**Met1 routing**

Supply wires on this layer in gray.
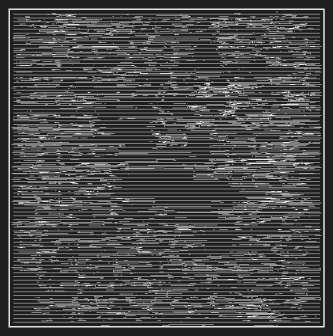
**Signal wires on met2**

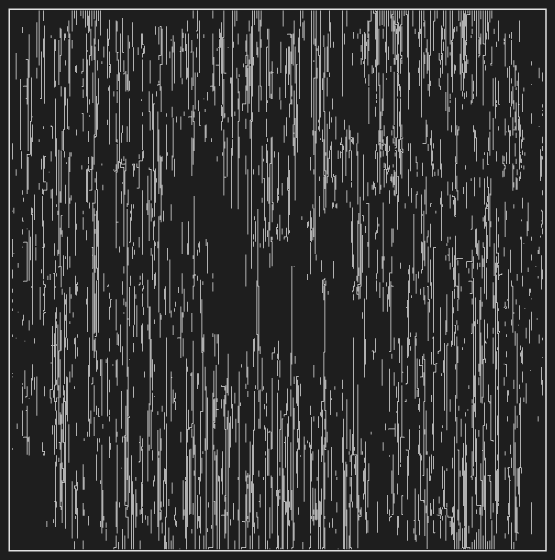
**Met3 routing**

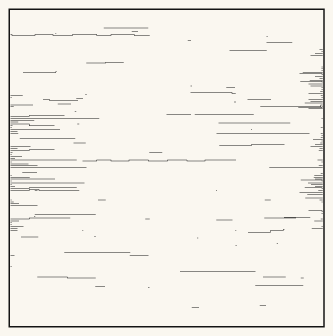
**The metal 4 layer**

The bar under the picture is 50 um long. Supply wires on this layer in gray.
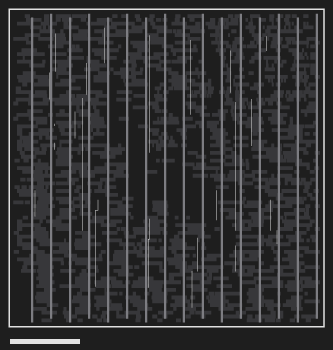
===== src/rtl/hlsm_seq_pkg.sv =====
// Shared types and constants for the HLSM start sequencer.
//   seq_state_e  : sequencer FSM state (IDLE, LAUNCH, WAIT, EMIT)
//   OPS_W        : width of one packed operand set {a..f} at the default DATAW
//   HLSM_NOM_LAT : nominal Start-to-Done distance of the scheduled HLSM core
//   ops_width()  : packed operand-set width for an arbitrary DATAW
package hlsm_seq_pkg;

  localparam int unsigned OPS_PER_SET  = 6;
  localparam int unsigned DATAW_DEF    = 16;
  localparam int unsigned OPS_W        = OPS_PER_SET * DATAW_DEF;
  localparam int unsigned HLSM_NOM_LAT = 7;

  typedef enum logic [1:0] {
    IDLE   = 2'd0,
    LAUNCH = 2'd1,
    WAIT   = 2'd2,
    EMIT   = 2'd3
  } seq_state_e;

  function automatic int unsigned ops_width(input int unsigned dataw);
    return OPS_PER_SET * dataw;
  endfunction

endpackage


===== src/rtl/hlsm_op_fifo.sv =====
// Operand-set queue for the HLSM start sequencer.
// DEPTH entries of WIDTH bits; DEPTH must be a power of two, >= 2.
// Ports:
//   i_clk, i_rst : clock, synchronous active-high reset
//   i_push       : write i_wdata (ignored when full unless popping the same cycle)
//   i_wdata      : entry to write
//   i_pop        : retire the head entry
//   o_full       : DEPTH entries held
//   o_empty      : no entries held
//   o_head       : head entry, zero when empty
module hlsm_op_fifo #(
  parameter int unsigned DEPTH = 4,
  parameter int unsigned WIDTH = 96
) (
  input  logic             i_clk,
  input  logic             i_rst,
  input  logic             i_push,
  input  logic [WIDTH-1:0] i_wdata,
  input  logic             i_pop,
  output logic             o_full,
  output logic             o_empty,
  output logic [WIDTH-1:0] o_head
);

  localparam int unsigned PtrW = $clog2(DEPTH);

  logic [WIDTH-1:0] r_mem [DEPTH];
  logic [PtrW-1:0]  r_wr_ptr;
  logic [PtrW-1:0]  r_rd_ptr;
  logic [PtrW:0]    r_count;

  logic w_do_push;
  logic w_do_pop;

  assign o_full  = (r_count == (PtrW+1)'(DEPTH));
  assign o_empty = (r_count == '0);

  // Simultaneous push/pop is accepted at both boundaries so the count stays put;
  // on an empty queue the pushed entry is consumed as it lands.
  assign w_do_push = i_push & (~o_full  | i_pop);
  assign w_do_pop  = i_pop  & (~o_empty | i_push);

  assign o_head = o_empty ? '0 : r_mem[r_rd_ptr];

  // Storage carries no reset; validity is tracked by the count.
  always_ff @(posedge i_clk) begin
    if (w_do_push) begin
      r_mem[r_wr_ptr] <= i_wdata;
    end
  end

  always_ff @(posedge i_clk) begin
    if (i_rst) begin
      r_wr_ptr <= '0;
      r_rd_ptr <= '0;
      r_count  <= '0;
    end else begin
      if (w_do_push) begin
        r_wr_ptr <= r_wr_ptr + PtrW'(1);
      end
      if (w_do_pop) begin
        r_rd_ptr <= r_rd_ptr + PtrW'(1);
      end
      if (w_do_push && !w_do_pop) begin
        r_count <= r_count + (PtrW+1)'(1);
      end else if (!w_do_push && w_do_pop) begin
        r_count <= r_count - (PtrW+1)'(1);
      end
    end
  end

endmodule


===== src/rtl/hlsm_start_sequencer.sv =====
// Initiator side of the HLSM Start/Done handshake. Operand sets are queued, the head
// set is driven onto a..f, Start is pulsed for one cycle, and j/k are captured when
// Done arrives and returned through a valid/ready result port. A set whose Done does
// not arrive within TIMEOUT cycles of Start is dropped and err_timeout is latched.
// Ports:
//   Clk, Rst              : clock, synchronous active-high reset
//   in_valid/in_ready     : operand-set push handshake
//   in_ops                : {a,b,c,d,e,f}, a in the MSBs
//   Start, Done           : HLSM handshake (Done qualifies j_in/k_in for that cycle only)
//   a..f                  : head operand set, zero when the queue is empty
//   j_in, k_in            : HLSM results
//   res_valid/res_ready   : result handshake, res_j/res_k held until accepted
//   busy                  : FSM outside IDLE
//   err_timeout           : sticky abort flag, cleared only by Rst
// Build option HLSM_SEQ_LATMON_EN adds lat_cycles[7:0]: Start-to-Done distance of the
// last successful capture (unchanged on timeout).
module hlsm_start_sequencer #(
  parameter int unsigned DATAW   = 16,
  parameter int unsigned DEPTH   = 4,
  parameter int unsigned TIMEOUT = 15
) (
  input  logic                    Clk,
  input  logic                    Rst,
  input  logic                    in_valid,
  output logic                    in_ready,
  input  logic [6*DATAW-1:0]      in_ops,
  output logic                    Start,
  input  logic                    Done,
  output logic signed [DATAW-1:0] a,
  output logic signed [DATAW-1:0] b,
  output logic signed [DATAW-1:0] c,
  output logic signed [DATAW-1:0] d,
  output logic signed [DATAW-1:0] e,
  output logic signed [DATAW-1:0] f,
  input  logic signed [DATAW-1:0] j_in,
  input  logic signed [DATAW-1:0] k_in,
  output logic                    res_valid,
  input  logic                    res_ready,
  output logic signed [DATAW-1:0] res_j,
  output logic signed [DATAW-1:0] res_k,
  output logic                    busy,
  output logic                    err_timeout
`ifdef HLSM_SEQ_LATMON_EN
  ,
  output logic [7:0]              lat_cycles
`endif
);

  import hlsm_seq_pkg::*;

  localparam int unsigned OpsW   = ops_width(DATAW);
  localparam int unsigned TimerW = $clog2(TIMEOUT + 1);

  seq_state_e r_state;
  logic              r_start;
  logic              r_busy;
  logic              r_res_valid;
  logic [DATAW-1:0]  r_res_j;
  logic [DATAW-1:0]  r_res_k;
  logic              r_err;
  logic [TimerW-1:0] r_timer;
`ifdef HLSM_SEQ_LATMON_EN
  logic [7:0]        r_lat;
`endif

  logic              w_full;
  logic              w_empty;
  logic              w_push;
  logic              w_pop;
  logic [OpsW-1:0]   w_head;
  logic [TimerW-1:0] w_timer_inc;
  logic              w_timer_hit;

  assign in_ready = ~w_full;
  assign w_push   = in_valid & ~w_full;

  // w_timer_inc is the Start-to-now distance of the current WAIT cycle.
  assign w_timer_inc = r_timer + TimerW'(1);
  assign w_timer_hit = (w_timer_inc == TimerW'(TIMEOUT));

  // The in-flight set stays at the head until it completes or is dropped.
  assign w_pop = (r_state == WAIT) & (Done | w_timer_hit);

  hlsm_op_fifo #(
    .DEPTH (DEPTH),
    .WIDTH (OpsW)
  ) u_op_fifo (
    .i_clk   (Clk),
    .i_rst   (Rst),
    .i_push  (w_push),
    .i_wdata (in_ops),
    .i_pop   (w_pop),
    .o_full  (w_full),
    .o_empty (w_empty),
    .o_head  (w_head)
  );

  assign {a, b, c, d, e, f} = w_head;

  always_ff @(posedge Clk) begin
    if (Rst) begin
      r_state     <= IDLE;
      r_start     <= 1'b0;
      r_busy      <= 1'b0;
      r_res_valid <= 1'b0;
      r_res_j     <= '0;
      r_res_k     <= '0;
      r_err       <= 1'b0;
      r_timer     <= '0;
`ifdef HLSM_SEQ_LATMON_EN
      r_lat       <= '0;
`endif
    end else begin
      r_start <= 1'b0;
      unique case (r_state)
        IDLE: begin
          if (!w_empty && !r_res_valid) begin
            r_state <= LAUNCH;
            r_start <= 1'b1;
            r_busy  <= 1'b1;
          end
        end
        LAUNCH: begin
          r_timer <= '0;
          r_state <= WAIT;
        end
        WAIT: begin
          r_timer <= w_timer_inc;
          // Done on the timeout cycle still wins.
          if (Done) begin
            r_res_j     <= j_in;
            r_res_k     <= k_in;
            r_res_valid <= 1'b1;
            r_state     <= EMIT;
`ifdef HLSM_SEQ_LATMON_EN
            r_lat       <= 8'(w_timer_inc);
`endif
          end else if (w_timer_hit) begin
            r_err   <= 1'b1;
            r_state <= IDLE;
            r_busy  <= 1'b0;
          end
        end
        EMIT: begin
          if (res_ready) begin
            r_res_valid <= 1'b0;
            r_state     <= IDLE;
            r_busy      <= 1'b0;
          end
        end
        default: begin
          r_state <= IDLE;
          r_busy  <= 1'b0;
        end
      endcase
    end
  end

  assign Start       = r_start;
  assign busy        = r_busy;
  assign res_valid   = r_res_valid;
  assign res_j       = r_res_j;
  assign res_k       = r_res_k;
  assign err_timeout = r_err;
`ifdef HLSM_SEQ_LATMON_EN
  assign lat_cycles  = r_lat;
`endif

endmodule


===== config.mk =====
export PLATFORM = sky130hd
export DESIGN_NAME = hlsm_start_sequencer
export DESIGN_NICKNAME = d
export VERILOG_FILES = /design/src/rtl/hlsm_seq_pkg.sv /design/src/rtl/hlsm_op_fifo.sv /design/src/rtl/hlsm_start_sequencer.sv
export SDC_FILE = /design/constraint.sdc
export NUM_CORES = 1
export LEC_CHECK = 0
export CORE_AREA = 2 2 222 224
export DETAILED_ROUTE_END_ITERATION = 16
export DIE_AREA = 0 0 224 226
export HOLD_SLACK_MARGIN = 0.15
export PLACE_DENSITY_LB_ADDON = 0.05
export SYNTH_ARGS = -nofsm -noshare
export SYNTH_HDL_FRONTEND = slang
export SYNTH_SLANG_ARGS = --single-unit

===== constraint.sdc =====
create_clock -name Clk -period 3.9 [get_ports Clk]
set_clock_uncertainty 0.15 [all_clocks]
set_input_delay 0.39 -clock Clk [delete_from_list [all_inputs] [get_ports Clk]]
set_output_delay 0.39 -clock Clk [all_outputs]
set_load 0.05 [all_outputs]

==> results.txt <==
run results: Post-Syn Nets 1,016, dominant logic cell type in the layout edfxtp_1, fin crit share 0.903, clock buffer count from CTS between 40 and 50, critical path class flip-flop to output pin, Max-Cap Viols 0, global-route wire length before repair between 50,000 and 60,000 um, P per Cell Area ~700 nW/um^2, fp util 0.345, Residual DRC 0, reg-to-reg endpoint u_op_fifo.r_count[2], GR Util All Layers 0.147, Worst Path Required about 3400 ps, Commonest flop edfxtp_1, Worst Setup EP c[8], Root Buffer clkbuf_16, max reg flops ~380, global route overflow 0, Worst Tran Pin Value 1150 ps, Final Setup Violations 0, Die X roughly 220 um, worst-path fanout max 27, area share, top type 0.691, DRT iter0 DRCs roughly 360, Biggest register u_op_fifo.r_mem, slowest CP cell clkdlybuf4s50_1, Clock Sinks about 440, Vias/cell approximately 4.8, flip-flops with a built-in enable between 300 and 400, synthesis-to-layout area growth 29.6%, vias in the first global route ~9,200, Startpoint Class flip-flop, Cell Area, Synth 16,700 um^2, DIE HEIGHT roughly 230 um, post_cts resized 0, CP arrival approximately 3000 ps, Cell Int Power 10,000 uW, R2R setup slack about 1100 ps, Pleak just under 0.007 uW, FFs w/ async S/R, synth 0, aoi share 0.0220, post-layout instance area between 20,000 and 25,000 um^2, CP peak stage delay about 700 ps, worst vdd ir roughly 0.38 mV, yosys cell count just under 900, Yosys cell types 42, Core Region 48,300 um^2, worst min path class primary input to flip-flop, P_clk between 4000 and 5000 uW, register share after synthesis 0.752, Psw ~5300 uW, worst slack, placed ~920 ps, Seq group 5820 uW, FF-to-FF path depth 11, Top-Level Pins between 200 and 300, row count 81, biggest area cells edfxtp_1 69%, mux4_2 13%, dfxtp_1 6.1%, Slew headroom 0.235, initial antenna violation count 3, Post-CTS Setup Inserts 0, sequential share of power 0.380, Max Fclk between 200 and 300 MHz, clock slew at reported path FFs roughly 60 ps, Latency at later pin between 500 and 600 ps, syn_area_per_cell ~19 um^2, WL/cell ~21 um, TritonCTS clock tree yes, Synth area leader edfxtp_1, Die ar. 50,600 um^2, fin nets roughly 1,300, OpenROAD warnings 34, Yosys chip area around 17,000 um^2, outcome complete, no violations, Dominant comb cell multiplexers, Mapped Cells 870, FA/HA/MAJ Cells, Area Fraction 0.0102, Top Layout Cells 384 x edfxtp_1, 264 x clkdlybuf4s50_1, 97 x and2_1, Port Buf Inserts 265, layout cells sized above 1 0.159, final worst path period need between 3000 and 4000 ps, total combinational power between 5000 and 6000 uW, smallest setup slack after layout 377 ps, DP HPWL roughly 22,000 um, AND/OR/NAND/NOR Cells, Area Fraction 0.0643, Mux area share 0.132, Clk pwr share 0.276, Pre-antenna DRT Iters 4, XOR Share, Synth 0.00157, GP Congestion 0.682, Final Power between 15,000 and 20,000 uW, Comb pwr share 0.344, Hold Slack 214 ps, Cell Area, Placed just over 20,000 um^2, RSZ-0062 raised after global routing no, # H-tree levels 2, largest net degree at the start of global routing approximately 92, Crit. End Element output pin, Final TNS setup 0 ps, synth warn 0, Final ANT Viol Nets 0, Sw Ratio 0.348, CTS Hold Buffers Added 0, CP cell instances buf_4, mux4_2, and2_1, clkdlybuf4s50_1, clk buf depth 3, FF-to-FF Start r_timer[0], fin. max-slew vios 0, Top pwr grp sequential cells, Final Hold Violating Endpoints 0, Synth flops approximately 440, fillcell total around 4,300
## Picture notes: 'met1 routing'
- longest straight run: 102 um
- nets with wire on the layer: 1,192
- main direction: horizontal
- share of all routed wire: 43%

## Picture notes: 'signal wires on met2'
- wire length on this layer: 18,400 um
- share of all routed wire: 49%
- longest straight run: 99.6 um
- nets with wire on the layer: 1,150
- main direction: vertical
GR Util met2: 0.249
drt total wl: 37,500 um
vias: 8,682

## Picture notes: 'met3 routing'
- nets with wire on the layer: 130
- share of all routed wire: 6.1%
- longest straight run: 66.2 um
M3 GR Usage: 0.0398

## Picture notes: 'the metal 4 layer'
- main direction: vertical
- longest straight run: 94.5 um
- share of all routed wire: 2.1%

area by class of cell:
| type | count | area (um^2) | share of cell area |
|---|---|---|---|
| diodes | 2 | 5.00 | 0.000231 |
| clock buffers | 65 | 1330 | 0.0614 |
| clock inverters | 20 | 140 | 0.00648 |
| inverters | 11 | 41.3 | 0.00191 |
| multi-input cells | 378 | 3870 | 0.179 |
| flip-flops and latches | 435 | 12600 | 0.581 |
| well taps | 622 | 778 | 0.0360 |
| repair buffers | 285 | 2910 | 0.135 |
stage by stage:
stage	instances	util
2_1_floorplan	870	-
3_3_place_gp	1731	0.417
3_5_place_dp	1731	0.417
4_1_cts	1816	0.447
5_1_grt	1816	0.447
6_report	1818	0.447
cells in the mapped netlist, types with 5 or more instances:
library cell / n
a21oi_1: 38
and2_1: 97
and3_1: 5
buf_2: 15
buf_6: 6
clkbuf_1: 24
dfxtp_1: 51
edfxtp_1: 384
ha_1: 12
inv_1: 11
mux4_2: 96
nand2_1: 72
nor2_1: 13
o21ai_0: 5
how the worst min path moves through the flow:
stage	start	to	slack [ps]	depth (start not counted)
finish	j_in[6]	res_j[6]	210	3
CTS	j_in[6]	res_j[6]	170	3
detailed placement	res_j[14]	res_j[14]	300	2
global placement	res_j[14]	res_j[14]	290	2
floorplan	u_op_fifo.r_count[2]	u_op_fifo.r_count[2]	320	2
global route	j_in[11]	res_j[11]	200	3
layer usage:
layer | global-route usage | routed length (um)
met1 | 0.185 | 15900
met2 | 0.249 | 18400
met4 | 0.0452 | 767
met5 | 0 | 30
met3 | 0.0398 | 2290
worst max-delay path, delay by kind of cell (launching register included):
family | cells | cell delay [ps]
flip-flops | 1 | 680
multiplexers | 1 | 370
buffers and inverters | 2 | 1150
AND/OR/NAND/NOR | 1 | 190
Power and IR drop assume default switching activity.
